<file path="config.mk">
export PLATFORM = sky130hd
export DESIGN_NAME = acc2_core
export DESIGN_NICKNAME = d
export VERILOG_FILES = /design/src/rtl/acc2_core.sv
export SDC_FILE = /design/constraint.sdc
export NUM_CORES = 1
export LEC_CHECK = 0
export ABC_AREA = 0
export CAP_MARGIN = 20
export CORE_ASPECT_RATIO = 0.75
export CORE_MARGIN = 5
export CORE_UTILIZATION = 45
export DETAILED_ROUTE_END_ITERATION = 7
export PLACE_DENSITY_LB_ADDON = 0.15
export SYNTH_ARGS = -nofsm -noshare
export SYNTH_HDL_FRONTEND = slang
export SYNTH_SLANG_ARGS = --single-unit
</file>
<file path="constraint.sdc">
create_clock -name clk -period 4.3 [get_ports clk]
set_input_delay 0.43 -clock clk [delete_from_list [all_inputs] [get_ports clk]]
set_output_delay 0.43 -clock clk [all_outputs]
set_load 0.02 [all_outputs]
</file>
<file path="src/rtl/acc2_core.sv">
// acc2_core: accumulator Apollo core with an eight-opcode subset, one synchronous
// memory port and manual/automatic instruction stepping.
module acc2_core #(
    parameter int              AW           = 12,
    parameter logic [AW-1:0]   BOOT_ADDR    = 12'h800,
    parameter logic [14:0]     G_INIT       = 15'h2A00,
    parameter bit              DEFAULT_MODE = 1'b1,
    parameter int              TIMER_BITS   = 22
) (
    input  logic          clk,
    input  logic          rstn,
    input  logic          step,
    input  logic          mode_toggle,
    input  logic          disp_sel,
    output logic [AW-1:0] mem_addr,
    output logic          mem_rd,
    output logic          mem_wr,
    input  logic [15:0]   mem_din,
    output logic [15:0]   mem_dout,
    output logic [7:0]    leds,
    output logic          busy
);

    typedef enum logic [2:0] {
        ST_WAIT,
        ST_FETCH,
        ST_DECODE,
        ST_EXEC,
        ST_OPLOAD
    } state_t;

    localparam logic [2:0] OP_TC   = 3'b000;
    localparam logic [2:0] OP_TCF  = 3'b001;
    localparam logic [2:0] OP_CA   = 3'b011;
    localparam logic [2:0] OP_CS   = 3'b100;
    localparam logic [2:0] OP_TS   = 3'b101;
    localparam logic [2:0] OP_AD   = 3'b110;
    localparam logic [2:0] OP_MASK = 3'b111;

    localparam logic [TIMER_BITS-1:0] TIMER_MATCH = {1'b1, {(TIMER_BITS-1){1'b0}}};

    state_t                state;
    logic [AW-1:0]         s;
    logic [AW-1:0]         q;
    logic [14:0]           g;
    logic [14:0]           a;
    logic                  mode;
    logic [TIMER_BITS-1:0] timer_cnt;

    logic [2:0]    opcode;
    logic [AW-1:0] k;
    logic          is_load;
    logic          timer_pulse;
    logic          step_event;
    logic          unused_din;

    assign opcode      = g[14:12];
    assign k           = g[AW-1:0];
    assign is_load     = (opcode == OP_CA) || (opcode == OP_CS) ||
                         (opcode == OP_AD) || (opcode == OP_MASK);
    assign timer_pulse = (timer_cnt == TIMER_MATCH);
    assign step_event  = mode ? step : timer_pulse;
    assign unused_din  = mem_din[15];

    always_ff @(posedge clk or negedge rstn) begin
        if (!rstn) begin
            timer_cnt <= '0;
        end else begin
            timer_cnt <= timer_cnt + 1'b1;
        end
    end

    // Events are only looked at in ST_WAIT; mode flips after this cycle's event check.
    always_ff @(posedge clk or negedge rstn) begin
        if (!rstn) begin
            state <= ST_WAIT;
            s     <= BOOT_ADDR;
            q     <= '0;
            g     <= G_INIT;
            a     <= '0;
            mode  <= DEFAULT_MODE;
        end else begin
            mode <= mode ^ mode_toggle;
            case (state)
                ST_WAIT: begin
                    if (step_event) state <= ST_FETCH;
                end
                ST_FETCH: begin
                    state <= ST_DECODE;
                end
                ST_DECODE: begin
                    g     <= mem_din[14:0];
                    s     <= s + 1'b1;
                    state <= ST_EXEC;
                end
                ST_EXEC: begin
                    case (opcode)
                        OP_TC: begin
                            q <= s;
                            s <= k;
                        end
                        OP_TCF:  s <= k;
                        default: ;
                    endcase
                    state <= is_load ? ST_OPLOAD : ST_WAIT;
                end
                ST_OPLOAD: begin
                    case (opcode)
                        OP_CA:   a <= mem_din[14:0];
                        OP_CS:   a <= ~mem_din[14:0];
                        OP_AD:   a <= a + mem_din[14:0];
                        OP_MASK: a <= a & mem_din[14:0];
                        default: ;
                    endcase
                    state <= ST_WAIT;
                end
                default: state <= ST_WAIT;
            endcase
        end
    end

    assign mem_addr = ((state == ST_EXEC) || (state == ST_OPLOAD)) ? k : s;
    assign mem_rd   = (state == ST_FETCH) || ((state == ST_EXEC) && is_load);
    assign mem_wr   = (state == ST_EXEC) && (opcode == OP_TS);
    assign mem_dout = {1'b0, a};
    assign leds     = {mode, disp_sel ? a[14:8] : g[14:8]};
    assign busy     = (state != ST_WAIT);

endmodule

</file>
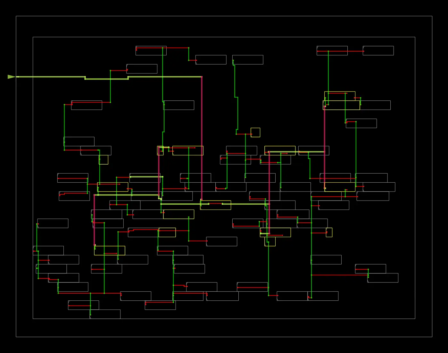
run_1/clock_nets.png
clock skew: 0.00915 ns
sequential cells: 68

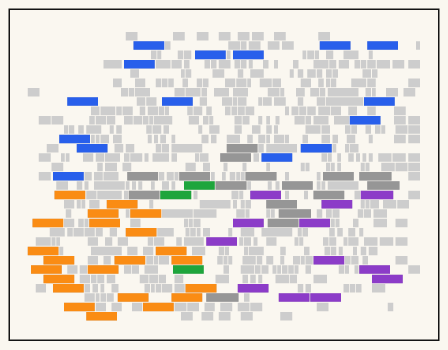
run_1/ff_map.png
Other sequential cells in the stronger grey, the rest of the logic in the fainter grey.
purple -> `s`  # sequential cells 12
blue -> `a`  # sequential cells 15
green -> `state`  # sequential cells 3
orange -> `timer_cnt`  # sequential cells 22, where bottom left
not coloured = 16

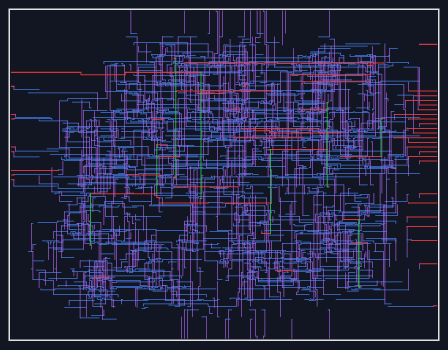
run_1/layers.png
green -> M4  # wire length 180 microns
blue -> M1  # wire length 5,790 microns
purple -> M2  # wire length 5,170 microns
red -> M3  # wire length 609 microns
Total GRT Usage: 20.1%
Avg WL per Cell: 16.9 microns
DRT Wirelength: 11,700 microns

==> impl_metrics.yaml, run 1 <==
# physical design summary
critical_path:
  rr_endpoint: "a[11]"
  crit_type: "register to primary output"
  required_ns: 3.87
  cp.arrival_ns: 2.93
  path_max_fanout: 16
  worstSetupStartpointType: "register"
  ff2ff_path_depth: 5
  r2r_slack_ns: 1.64
  crit_path_end_kind: "primary output"
  regToRegStartpoint: "g[12]"
route:
  vias_per_cell: 5.72
  drt_pass1_iterations: 4
  ant_nets: 0
  drt_iter0_drc: 265
  drc: 0
die:
  die_h_microns: 96.0
  initCoreUtil_pct: 46.0
  pin_count: 60
power_and_ir_drop:
  clkPwrFrac_pct: 18.1
  peakVddDrop_uv: 318
  powerDensity_mw_per_mm2: 776
  power_w: 0.00416
  switching_power_w: 0.00183
  switching_share_pct: 44.1
  comb_power_share_pct: 52.9
sta:
  final-max-slew-violation-count: 0
  clock.fmax_ghz: 0.297
  rsz0062_at_grt: "no"
  slew_headroom_pct: 35.8
  final.setup.tns_ns: 0
  layout_min_cycle_time_ns: 3.36
  finalSetupViolCount: 0
  final_hold_viol_count: 0
  tightestPinTransition_ns: 0.963
clock_tree:
  clkTransAtPathRegs_ns: 0.06
  postCtsHoldBufs: 0
  cts.htree.levels: 3
  cts_setup_buffers: 0
  cts_tree: "built"
  clockBufferDepth: 2
  cts_root_buffer: "clkbuf_16"
  cts_made_buffers: 9
  cts_sinks: 68
  cts-resized-gates: 0
grt:
  antenna_found_initial: 0
  overflow: 0
  grt_pass1_wl_microns: 19300
  grt_pass1_vias: 3778
  grt_max_degree: 36
placement:
  dp_cells: 677
  gp_congestion: 0.906
  port_buffers: 57
  placed_area_sq_mm: 0.00506
yosys:
  netlist_area_sq_mm: 0.00444
  numSynthFlops: 68
  synth-main-ff-cell: "dfrtp_1"
  ys_sh_aoi_pct: 19.0
  synth_stat.cells: 513
  simple_gate_share_pct: 22.2
  syn_area_per_cell_sq_um: 8.66
  logic_family: "simple AND/OR/NAND/NOR gates"
  ys_sh_xor_pct: 6.31
  floorplan.nets: 553
  syn_inst: 513
  synth-area-yosys_sq_mm: 0.00444
  synth.distinct_cells: 58
  ys_sh_adder_pct: 5.52
  yosysWarnings: 0
  edf_count: 0
cells_and_area:
  fillers: 880
  final_design_area_no_fill_sq_mm: 0.00536
  syn2layout_area_growth_pct: 20.7
  final_nets: 596
  num_antenna_cells: 0
  final_cells: 693
  drive_above_1_share_pct: 9.27
run:
  warning_count: 28
  max_cap_viol_count: 0
run_status:
  status: "finished clean"
-- run 1: worst max path at each step --
| stage | from | to | slack [ns] | depth (start not counted) |
|---|---|---|---|---|
| after floorplan | a[0] | a[14] | 1.99 | 8 |
| after global placement | mem_din[0] | a[14] | 1.28 | 9 |
| after detailed placement | mem_din[0] | a[14] | 1.22 | 9 |
| after CTS | state[0] | mem_addr[8] | 0.91 | 6 |
| after global routing | state[0] | mem_addr[6] | 0.74 | 6 |
| final | state[0] | mem_addr[8] | 0.94 | 6 |
-- run 1: power by group through the flow --
stage / Clock, W / Combinational, W / Sequential [W]
after detailed placement: 0 / 0.00219 / 0.00121
final: 0.000753 / 0.00220 / 0.00121
after floorplan: 0 / 0.00153 / 0.00112
after global placement: 0 / 0.00215 / 0.00120
after global routing: 0.000793 / 0.00243 / 0.00125
after CTS: 0.000772 / 0.00221 / 0.00120
-- run 1: worst max-delay path, stage by stage, from the launching register on --
cell             delay [ns]
dfrtp_1                0.56
nand2b_1               0.14
nor2_2                 0.50
nor2_1                 0.31
buf_4                  0.25
mux2_2                 0.23
clkdlybuf4s50_1        0.60
-- run 1: layout by cell type (no fill, tap or decap), types with 3 or more instances in the layout --
cell type and instances:
and3_1 13, dfstp_2 5, o211ai_1 10, clkbuf_16 9, clkdlybuf4s50_1 56, nor4_1 5, nand2_1 77, o21a_1 6
mux2_2 17, xnor2_1 22, a21oi_1 42, a211oi_1 3, ha_1 18, dfrtp_1 63, a22oi_1 7, o22ai_1 6
and4_1 3, mux2i_1 3, a31oi_1 6, nand2b_1 5, nor3_1 14, inv_1 7, nand3_1 20, a21o_1 5
nor2_1 42, o21ai_0 38, xor2_1 10
-- run 1: flip-flops by register name (all words and copies together), names as in the netlist --
register,flops
s,12
a,15
mode,1
timer_cnt,22
g,15
state,3
-- run 1: metal layers --
layer / part of all wire [%] / vias up / track usage, %
met1: 49 / 1930 / 27.9
met4: 1.5 / 0 / 6.93
met5: 0 / - / 0
met3: 5.2 / 18 / 3.94
met2: 44 / 96 / 31.7
li1: - / 1920 / -
-- run 1: synthesized netlist by cell type, drive strengths merged, types with 7 or more instances --
master	instances	area share, %
nor2	43	3.7
o211ai	10	1.7
a21oi	42	4.7
ha	18	5.1
a22oi	7	1.2
clkbuf	15	1.4
nand3	20	2.3
inv	7	0.59
dfrtp	63	35
xnor2	22	4.3
buf	12	1.5
nand2	78	6.8
nor3	15	1.9
mux2	17	4.3
and3	14	2.1
xor2	10	2.0
o21ai	38	4.3
-- run 1: area by class of cell --
cell class,instances,area [sq um],area share (%)
multi-input cells,411,2580,48.1
flip-flops and latches,68,1710,31.8
repair buffers,59,581,10.8
clock buffers,10,239,4.46
well taps,132,165,3.08
clock inverters,6,63.8,1.19
inverters,7,26.3,0.490
-- run 1: metrics by stage --
step | util, % | hold slack (ns) | setup WS, ns
after floorplan | - | 0.134 | 1.99
after global placement | 52.4 | 0.467 | 1.28
after detailed placement | 52.4 | 0.481 | 1.22
after CTS | 55.5 | 0.213 | 0.908
after global routing | 55.5 | 0.264 | 0.743
final | 55.5 | 0.188 | 0.938
==> inputs of run 2 (changes only) <==
- clock period: 4.3 -> 3.33 ns (I/O delays scaled with it)
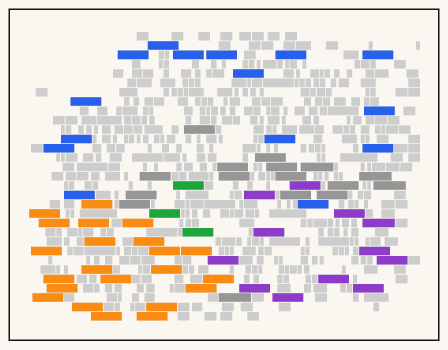
run_2/ff_map.png
Other sequential cells in the stronger grey, the rest of the logic in the fainter grey.
blue -> `a`  # sequential cells 15
purple -> `s`  # sequential cells 12
orange -> `timer_cnt`  # sequential cells 22, where bottom left
green -> `state`  # sequential cells 3

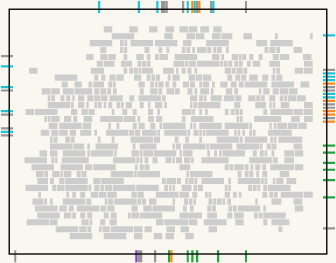
run_2/pinout.png
Pins as bars across the die edge, other pins in grey.
cyan -> `mem_dout`  # pins 16, direction output, edge 6 right, 6 top, 4 left
orange -> `leds`  # pins 8, direction output, edge 5 right, 2 top, 1 bottom
green -> `mem_addr`  # pins 12, direction output, edge 6 bottom, 6 right
purple -> `step`  # pins 1, direction input, edge bottom
all pins by edge = 24 right, 15 top, 12 bottom, 9 left

==> run 2 against run 1 <==
Against the previous run: sequential power is 26% higher; clock skew down 0.0035 ns; utilization rose by 0.83 points; non-clock buffer count grew 5; largest cell class unchanged.
==> impl_metrics.yaml, run 2 <==
# physical design summary
run_status:
  status: "finished clean"
critical_path:
  crit_path_end_kind: "primary output"
  crit_path_top_delay_cell: "clkdlybuf4s50_1"
  path_cells: "nand2b_1 -> nor2_2 -> buf_4 -> nor2_1 -> buf_4 -> mux2_2 -> clkdlybuf4s50_1"
  critical_path_buf_inv_count: 3
  cpMostUsedCell: "buf_4"
  regToRegStartpoint: "a[0]"
  slowest_delay_ns: 0.54
  crit_family: "buffers and inverters"
  required_ns: 3.00
  rr_endpoint: "a[14]"
  worstSetupStartpointType: "register"
  ff2ff_path_depth: 8
  r2r_slack_ns: 0.79
  cp.arrival_ns: 2.45
power_and_ir_drop:
  clkPwrFrac_pct: 19.5
  switching_power_w: 0.00236
  comb_power_share_pct: 52.8
  peakVddDrop_uv: 371
  switching_share_pct: 42.7
  powerDensity_mw_per_mm2: 1020
die:
  initCoreUtil_pct: 46.0
  pin_count: 60
  coreArea_sq_mm: 0.00966
  die_h_microns: 96.0
cells_and_area:
  comb_area_sq_mm: 0.00258
  lay_top_count: "nand2_1"
  largest_reg_flops: 22
  reg_top3: "timer_cnt (22), a (15), g (15)"
  largest_register: "timer_cnt"
  drive_above_1_share_pct: 9.72
  lay_top_cells: "nand2_1, dfrtp_1, clkdlybuf4s50_1"
  final_cells: 698
  fin_util_pct: 56.4
  syn2layout_area_growth_pct: 22.5
  fillers: 873
  num_antenna_cells: 0
  final_design_area_no_fill_sq_mm: 0.00544
  final_nets: 601
grt:
  antenna_found_initial: 0
  grt_pass1_vias: 3780
  grt_max_degree: 38
  grt_pass1_wl_microns: 19600
  overflow: 0
  track_usage_pct: 20.4
yosys:
  top_cell: "nand2_1"
  syn_inst: 513
  syn_area_per_cell_sq_um: 8.66
  yosys.area.top_type_share_pct: 35.5
  yosys-top-cells-area: "dfrtp_1, nand2_1, ha_1, a21oi_1, xnor2_1"
  floorplan.nets: 553
  synth-area-yosys_sq_mm: 0.00444
  synth-main-ff-cell: "dfrtp_1"
  synth_stat.cells: 513
  yosysTopAreaCell: "dfrtp_1"
placement:
  placed_area_sq_mm: 0.00511
  gp_congestion: 0.888
  dp_cells: 682
  pre_cts_ws_ns: 0.394
  port_buffers: 57
route:
  ant_nets: 0
  wire_per_inst_microns: 16.8
  drt_pass1_iterations: 5
  vias_per_cell: 5.66
  totalWireLength_microns: 11700
sta:
  layout_min_cycle_time_ns: 2.78
  final-max-slew-violation-count: 0
  rsz0062_at_grt: "no"
  final_hold_viol_count: 0
  slew_headroom_pct: 43.1
  final.setup.tns_ns: 0
  finalSetupViolCount: 0
  tightestPinTransition_ns: 0.851
run:
  max_cap_viol_count: 0
  warning_count: 28
clock_tree:
  cts-resized-gates: 0
  clkTransAtPathRegs_ns: 0.06
  cts.htree.levels: 3
  clockBufferDepth: 2
  cts_tree: "built"
  cts_sinks: 68
  postCtsHoldBufs: 0
  cts_made_buffers: 9
-- run 2: cell types whose count changed in the layout (fill, tap and decap cells not counted) --
| cell | change |
|---|---|
| buf_12 | +1 |
| bufinv_16 | +2 |
| clkbuf_8 | -1 |
| buf_4 | +4 |
| clkbuf_1 | +2 |
| clkinvlp_4 | -2 |
| clkinv_4 | -1 |
-- run 2: cell type report --
| cell class | count | area share [%] |
|---|---|---|
| clock inverters | 5 | 1.84 |
| repair buffers | 64 | 11.6 |
| multi-input cells | 411 | 47.4 |
| well taps | 132 | 3.03 |
| clock buffers | 11 | 4.28 |
| flip-flops and latches | 68 | 31.4 |
| inverters | 7 | 0.483 |
-- run 2: worst max-delay path by stage --
| stage | startpoint | end | slack [ns] | cells past startpoint |
|---|---|---|---|---|
| finish | state[0] | mem_addr[0] | 0.55 | 7 |
| global route | state[0] | mem_addr[6] | 0.41 | 7 |
| floorplan | a[0] | a[14] | 1.02 | 8 |
| detailed placement | mem_din[0] | a[14] | 0.39 | 9 |
| global placement | mem_din[0] | a[14] | 0.45 | 9 |
| CTS | state[0] | mem_addr[0] | 0.53 | 7 |
-- run 2: cell families after synthesis --
logic type	synth area share, %
and+or+nand+nor	22.2
xor gates and xnor gates	6.31
other	0.0844
adders and majority gates	5.52
AOI/OAI and AO/OA	19.0
buffers and inverters	3.46
muxes	4.99
DFF	38.5
-- run 2: metal layers --
metal	track usage, %	share of wire, %	up-vias
met1	27.5	47	1876
met2	32.9	45	132
met5	0	0	-
met4	5.20	0.84	0
met3	5.60	6.6	8
li1	-	-	1933
-- run 2: power by group through the flow --
| stage | combinational, W | clock, W | sequential [W] |
|---|---|---|---|
| detailed placement | 0.00290 | 0 | 0.00154 |
| CTS | 0.00292 | 0.00110 | 0.00153 |
| floorplan | 0.00197 | 0 | 0.00144 |
| finish | 0.00292 | 0.00108 | 0.00153 |
| global placement | 0.00286 | 0 | 0.00153 |
| global route | 0.00322 | 0.00114 | 0.00159 |
-- run 2: per-stage QoR --
stage	total power (W)	hold WS, ns
after floorplan	0.00342	0.0374
after global placement	0.00439	0.443
after detailed placement	0.00444	0.437
after CTS	0.00555	0.0894
after global routing	0.00594	0.137
final	0.00553	0.0628
Power and IR drop assume default switching activity.
